$ cat src/rtl/cnt_bank_pkg.sv
// Shared constants for the cnt_bank counter bank: overflow modes and default sizing.
package cnt_bank_pkg;

    localparam int MODE_WRAP     = 0;
    localparam int MODE_SAT      = 1;
    localparam int DEFAULT_WIDTH = 12;
    localparam int DEFAULT_CHANS = 4;

endpackage

$ cat src/rtl/cnt_bank_chan.sv
// One counter channel: load/count/hold with a 0..limit range, boundary pulse
// and sticky boundary flag. With CNT_BANK_TMR_EN defined the state registers
// are triplicated and voted; the voted value feeds both next-state and outputs.
module cnt_bank_chan
    import cnt_bank_pkg::*;
#(
    parameter int Width = DEFAULT_WIDTH,
    parameter int Mode  = MODE_WRAP
) (
    input  logic             clk_i,
    input  logic             rst_ni,
    input  logic             srst_i,
    input  logic             ce_i,
    input  logic             up_i,
    input  logic             ld_i,
    input  logic [Width-1:0] din_i,
    input  logic [Width-1:0] limit_i,
    input  logic             ovf_clr_i,
    output logic [Width-1:0] q_o,
    output logic             tc_o,
    output logic             ovf_o
);

    localparam logic [Width-1:0] ONE = Width'(1);

    logic [Width-1:0] cnt_v, cnt_d;
    logic             tc_v, tc_d;
    logic             ovf_v, ovf_d;

    // Next state: srst over load over count over hold; a set of the sticky flag beats its clear.
    always_comb begin
        cnt_d = cnt_v;
        tc_d  = 1'b0;
        ovf_d = ovf_v & ~ovf_clr_i;
        if (srst_i) begin
            cnt_d = '0;
            ovf_d = 1'b0;
        end else if (ld_i) begin
            cnt_d = (din_i > limit_i) ? limit_i : din_i;
        end else if (ce_i) begin
            if (up_i) begin
                // A count left above a lowered limit is also a boundary here.
                if (cnt_v >= limit_i) begin
                    cnt_d = (Mode == MODE_SAT) ? limit_i : '0;
                    tc_d  = 1'b1;
                    ovf_d = 1'b1;
                end else begin
                    cnt_d = cnt_v + ONE;
                end
            end else begin
                if (cnt_v == '0) begin
                    cnt_d = (Mode == MODE_SAT) ? '0 : limit_i;
                    tc_d  = 1'b1;
                    ovf_d = 1'b1;
                end else begin
                    cnt_d = cnt_v - ONE;
                end
            end
        end
    end

`ifdef CNT_BANK_TMR_EN
    (* keep = "true" *) logic [Width-1:0] cnt_q [3];
    (* keep = "true" *) logic [2:0]       tc_q;
    (* keep = "true" *) logic [2:0]       ovf_q;

    // Three replicas all load the same voted next state, so one upset heals in a cycle.
    always_ff @(posedge clk_i or negedge rst_ni) begin
        if (!rst_ni) begin
            for (int r = 0; r < 3; r++) begin
                cnt_q[r] <= '0;
                tc_q[r]  <= 1'b0;
                ovf_q[r] <= 1'b0;
            end
        end else begin
            for (int r = 0; r < 3; r++) begin
                cnt_q[r] <= cnt_d;
                tc_q[r]  <= tc_d;
                ovf_q[r] <= ovf_d;
            end
        end
    end

    vote #(.W(Width)) u_vote_cnt (
        .a_i(cnt_q[0]), .b_i(cnt_q[1]), .c_i(cnt_q[2]), .y_o(cnt_v)
    );
    vote #(.W(1)) u_vote_tc (
        .a_i(tc_q[0]), .b_i(tc_q[1]), .c_i(tc_q[2]), .y_o(tc_v)
    );
    vote #(.W(1)) u_vote_ovf (
        .a_i(ovf_q[0]), .b_i(ovf_q[1]), .c_i(ovf_q[2]), .y_o(ovf_v)
    );
`else
    logic [Width-1:0] cnt_q;
    logic             tc_q;
    logic             ovf_q;

    // Single-copy state registers.
    always_ff @(posedge clk_i or negedge rst_ni) begin
        if (!rst_ni) begin
            cnt_q <= '0;
            tc_q  <= 1'b0;
            ovf_q <= 1'b0;
        end else begin
            cnt_q <= cnt_d;
            tc_q  <= tc_d;
            ovf_q <= ovf_d;
        end
    end

    assign cnt_v = cnt_q;
    assign tc_v  = tc_q;
    assign ovf_v = ovf_q;
`endif

    assign q_o   = cnt_v;
    assign tc_o  = tc_v;
    assign ovf_o = ovf_v;

endmodule

$ cat src/rtl/cnt_bank_vote.sv
// Bitwise 2-of-3 majority voter used by the triplicated counter channel.
// Only compiled when CNT_BANK_TMR_EN is defined.
`ifdef CNT_BANK_TMR_EN
module vote #(
    parameter int W = 1
) (
    input  logic [W-1:0] a_i,
    input  logic [W-1:0] b_i,
    input  logic [W-1:0] c_i,
    output logic [W-1:0] y_o
);

    // Any two agreeing replicas decide each bit.
    assign y_o = (a_i & b_i) | (a_i & c_i) | (b_i & c_i);

endmodule
`endif

$ cat src/rtl/cnt_bank.sv
// Bank of Chans independent up/down counters sharing load value and limit.
// Optional triple-modular redundancy per channel via CNT_BANK_TMR_EN.
module cnt_bank
    import cnt_bank_pkg::*;
#(
    parameter int Width = DEFAULT_WIDTH,
    parameter int Chans = DEFAULT_CHANS,
    parameter int Mode  = MODE_WRAP
) (
    input  logic                   CLK,
    input  logic                   RST_N,
    input  logic                   SRST,
    input  logic [Chans-1:0]       CE,
    input  logic [Chans-1:0]       UP,
    input  logic [Chans-1:0]       LD,
    input  logic [Width-1:0]       DIN,
    input  logic [Width-1:0]       LIMIT,
    input  logic [Chans-1:0]       OVF_CLR,
    output logic [Chans*Width-1:0] Q,
    output logic [Chans-1:0]       TC,
    output logic [Chans-1:0]       OVF
);

    for (genvar n = 0; n < Chans; n++) begin : g_chan
        cnt_bank_chan #(
            .Width(Width),
            .Mode (Mode)
        ) u_chan (
            .clk_i    (CLK),
            .rst_ni   (RST_N),
            .srst_i   (SRST),
            .ce_i     (CE[n]),
            .up_i     (UP[n]),
            .ld_i     (LD[n]),
            .din_i    (DIN),
            .limit_i  (LIMIT),
            .ovf_clr_i(OVF_CLR[n]),
            .q_o      (Q[n*Width +: Width]),
            .tc_o     (TC[n]),
            .ovf_o    (OVF[n])
        );
    end

endmodule

$ cat config.mk
export PLATFORM = sky130hd
export DESIGN_NAME = cnt_bank
export DESIGN_NICKNAME = d
export VERILOG_FILES = /design/src/rtl/cnt_bank_pkg.sv /design/src/rtl/cnt_bank_chan.sv /design/src/rtl/cnt_bank_vote.sv /design/src/rtl/cnt_bank.sv
export SDC_FILE = /design/constraint.sdc
export NUM_CORES = 1
export LEC_CHECK = 0
export CORE_ASPECT_RATIO = 1.1
export CORE_UTILIZATION = 45
export CTS_CLUSTER_SIZE = 10
export DETAILED_ROUTE_END_ITERATION = 8
export GPL_TIMING_DRIVEN = 0
export HOLD_SLACK_MARGIN = 0.08
export PLACE_DENSITY = 0.66
export SKIP_LAST_GASP = 1
export SYNTH_ARGS = -nofsm -noshare
export SYNTH_HDL_FRONTEND = slang
export SYNTH_HIERARCHICAL = 1
export SYNTH_SLANG_ARGS = --single-unit
$ cat constraint.sdc
create_clock -name CLK -period 6.7 [get_ports CLK]
set_input_delay 2.01 -clock CLK [delete_from_list [all_inputs] [get_ports CLK]]
set_output_delay 2.01 -clock CLK [all_outputs]
set_load 0.02 [all_outputs]
Figure 1. Placement view.
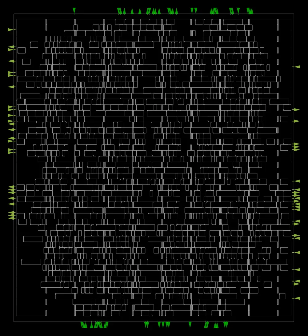
row count: 52
seq_cells: 56

Figure 2. Signal metal coverage by tile.
(2 px per um) 27 x 29 tiles, from dark blue (low) to red (high), scaled to the fullest tile. Values are wire area over tile area, all layers added.
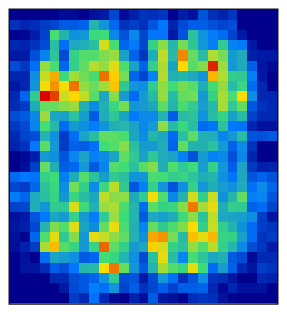
fullest tile: 0.77
nearly empty tiles: 7.9%
emptiest ninth of the die: lower left
mean over tiles: 0.25
tiles over half the peak: 21%

Figure 3. Metal layers overlaid.
(2 px per um) Only two layers are drawn.
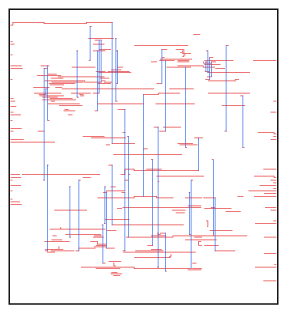
| colour | layer | wire length |
|---|---|---|
| blue | met4 | 1150 um |
| red | met3 | 1890 um |

==> out/qor.txt <==
Adder Area Share = 15.8%
Clock network power = 0.322 mW
Crit path max fanout = 23
Fmax = 0.189 GHz
Post-synth seq share = 16.4%
Slowest cell delay on critical path = 1.26 ns
Outcome = finished, final reports clean
M1 GR Usage = 39.1%
Remaining global-route overflow = 0
Input/output buffers = 92
CP Data Required Time = 6.93 ns
Number of cells in Yosys stat = 1074
Final nets = 1324
Hold Slack = 0.485 ns
Count leader, synth = ha_1
Final Cell Area = 9940 um^2
Top cell excl fill/tap = ha_1
OpenROAD warning count = 34
Comb area = 6520 um^2
Layout cell share with drive strength beyond 1 = 6.90%
Seq. cell area = 1400 um^2
Largest class = combinational gates
Main flop type = dfrtp_1
Met2 routed WL = 13700 um
Cts bufs inserted = 5
Vias per cell = 6.41
Critical Path AT = 5.52 ns
Area Overhead vs Synth = 16.2%
Crit-path leading delay family = buffers and inverters
Die Width = 133 um
Worst skew pair latency = 0.31 ns
Final non-filler cell total = 1417
GRT Resource Usage Total = 29.9%
Crit path max-delay cell type = clkdlybuf4s50_1
Maxcap violations = 0
Yosys top cell by area = dfrtp_1
CTS tree = built
# IOs = 99
Clk tree area frac = 1.65%
Sw frac = 44.6%
Core area = 18500 um^2
Setup-failing EPs final = 0
CTS Hold Buffers Added = 0
Vias = 9088
Figure 4. Nets reached from selected ports.
(3 px per um)
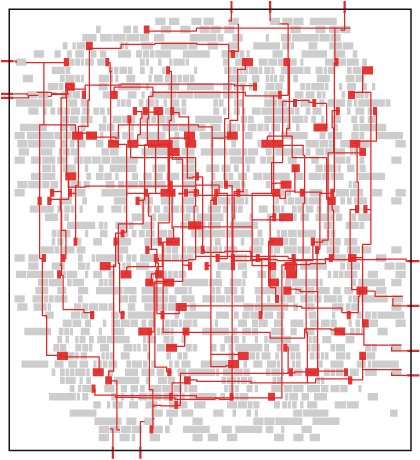
| colour | port | bits | direction | edge | end cells | buffers | wire |
|---|---|---|---|---|---|---|---|
| red | `LIMIT` | 12 | input | 4 right, 3 left, 3 top, 2 bottom | 135 | 12 | 3600 um |

Figure 5. Sequential cells coloured by netlist name.
(4 px per um) Other sequential cells in the stronger grey, the rest of the logic in the fainter grey.
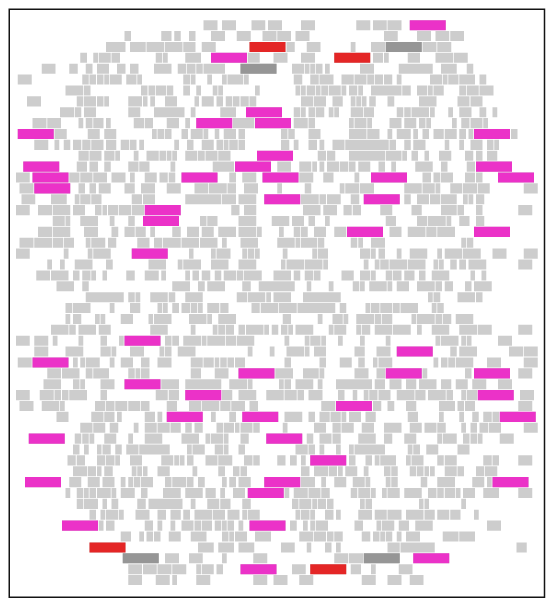
| colour | name in the netlist | sequential cells |
|---|---|---|
| magenta | `g_chan.u_chan/q_o` | 48 |
| red | `g_chan.u_chan/ovf_o` | 4 |
not coloured: 4

final timing paths:
path	slack, ns	endpoint	cells after the start	from
max in group asynchronous	4.36	g_chan[3].u_chan/q_o[10]	1	RST_N
max reg2reg	3.80	g_chan[0].u_chan/q_o[2]	8	g_chan[0].u_chan/q_o[0]
min in group asynchronous	1.80	g_chan[1].u_chan/q_o[3]	1	RST_N
max	1.41	g_chan[0].u_chan/q_o[2]	8	LIMIT[0]
min	0.49	g_chan[1].u_chan/ovf_o	1	g_chan[1].u_chan/ovf_o
min reg2reg	0.49	g_chan[1].u_chan/ovf_o	1	g_chan[1].u_chan/ovf_o
registers in the layout, indices dropped and copies added (netlist names):
signal and cells:
g_chan.u_chan/ovf_o 4, g_chan.u_chan/q_o 48, g_chan.u_chan/tc_o 4
No activity file was given, so power comes from the tool's default toggle rates.
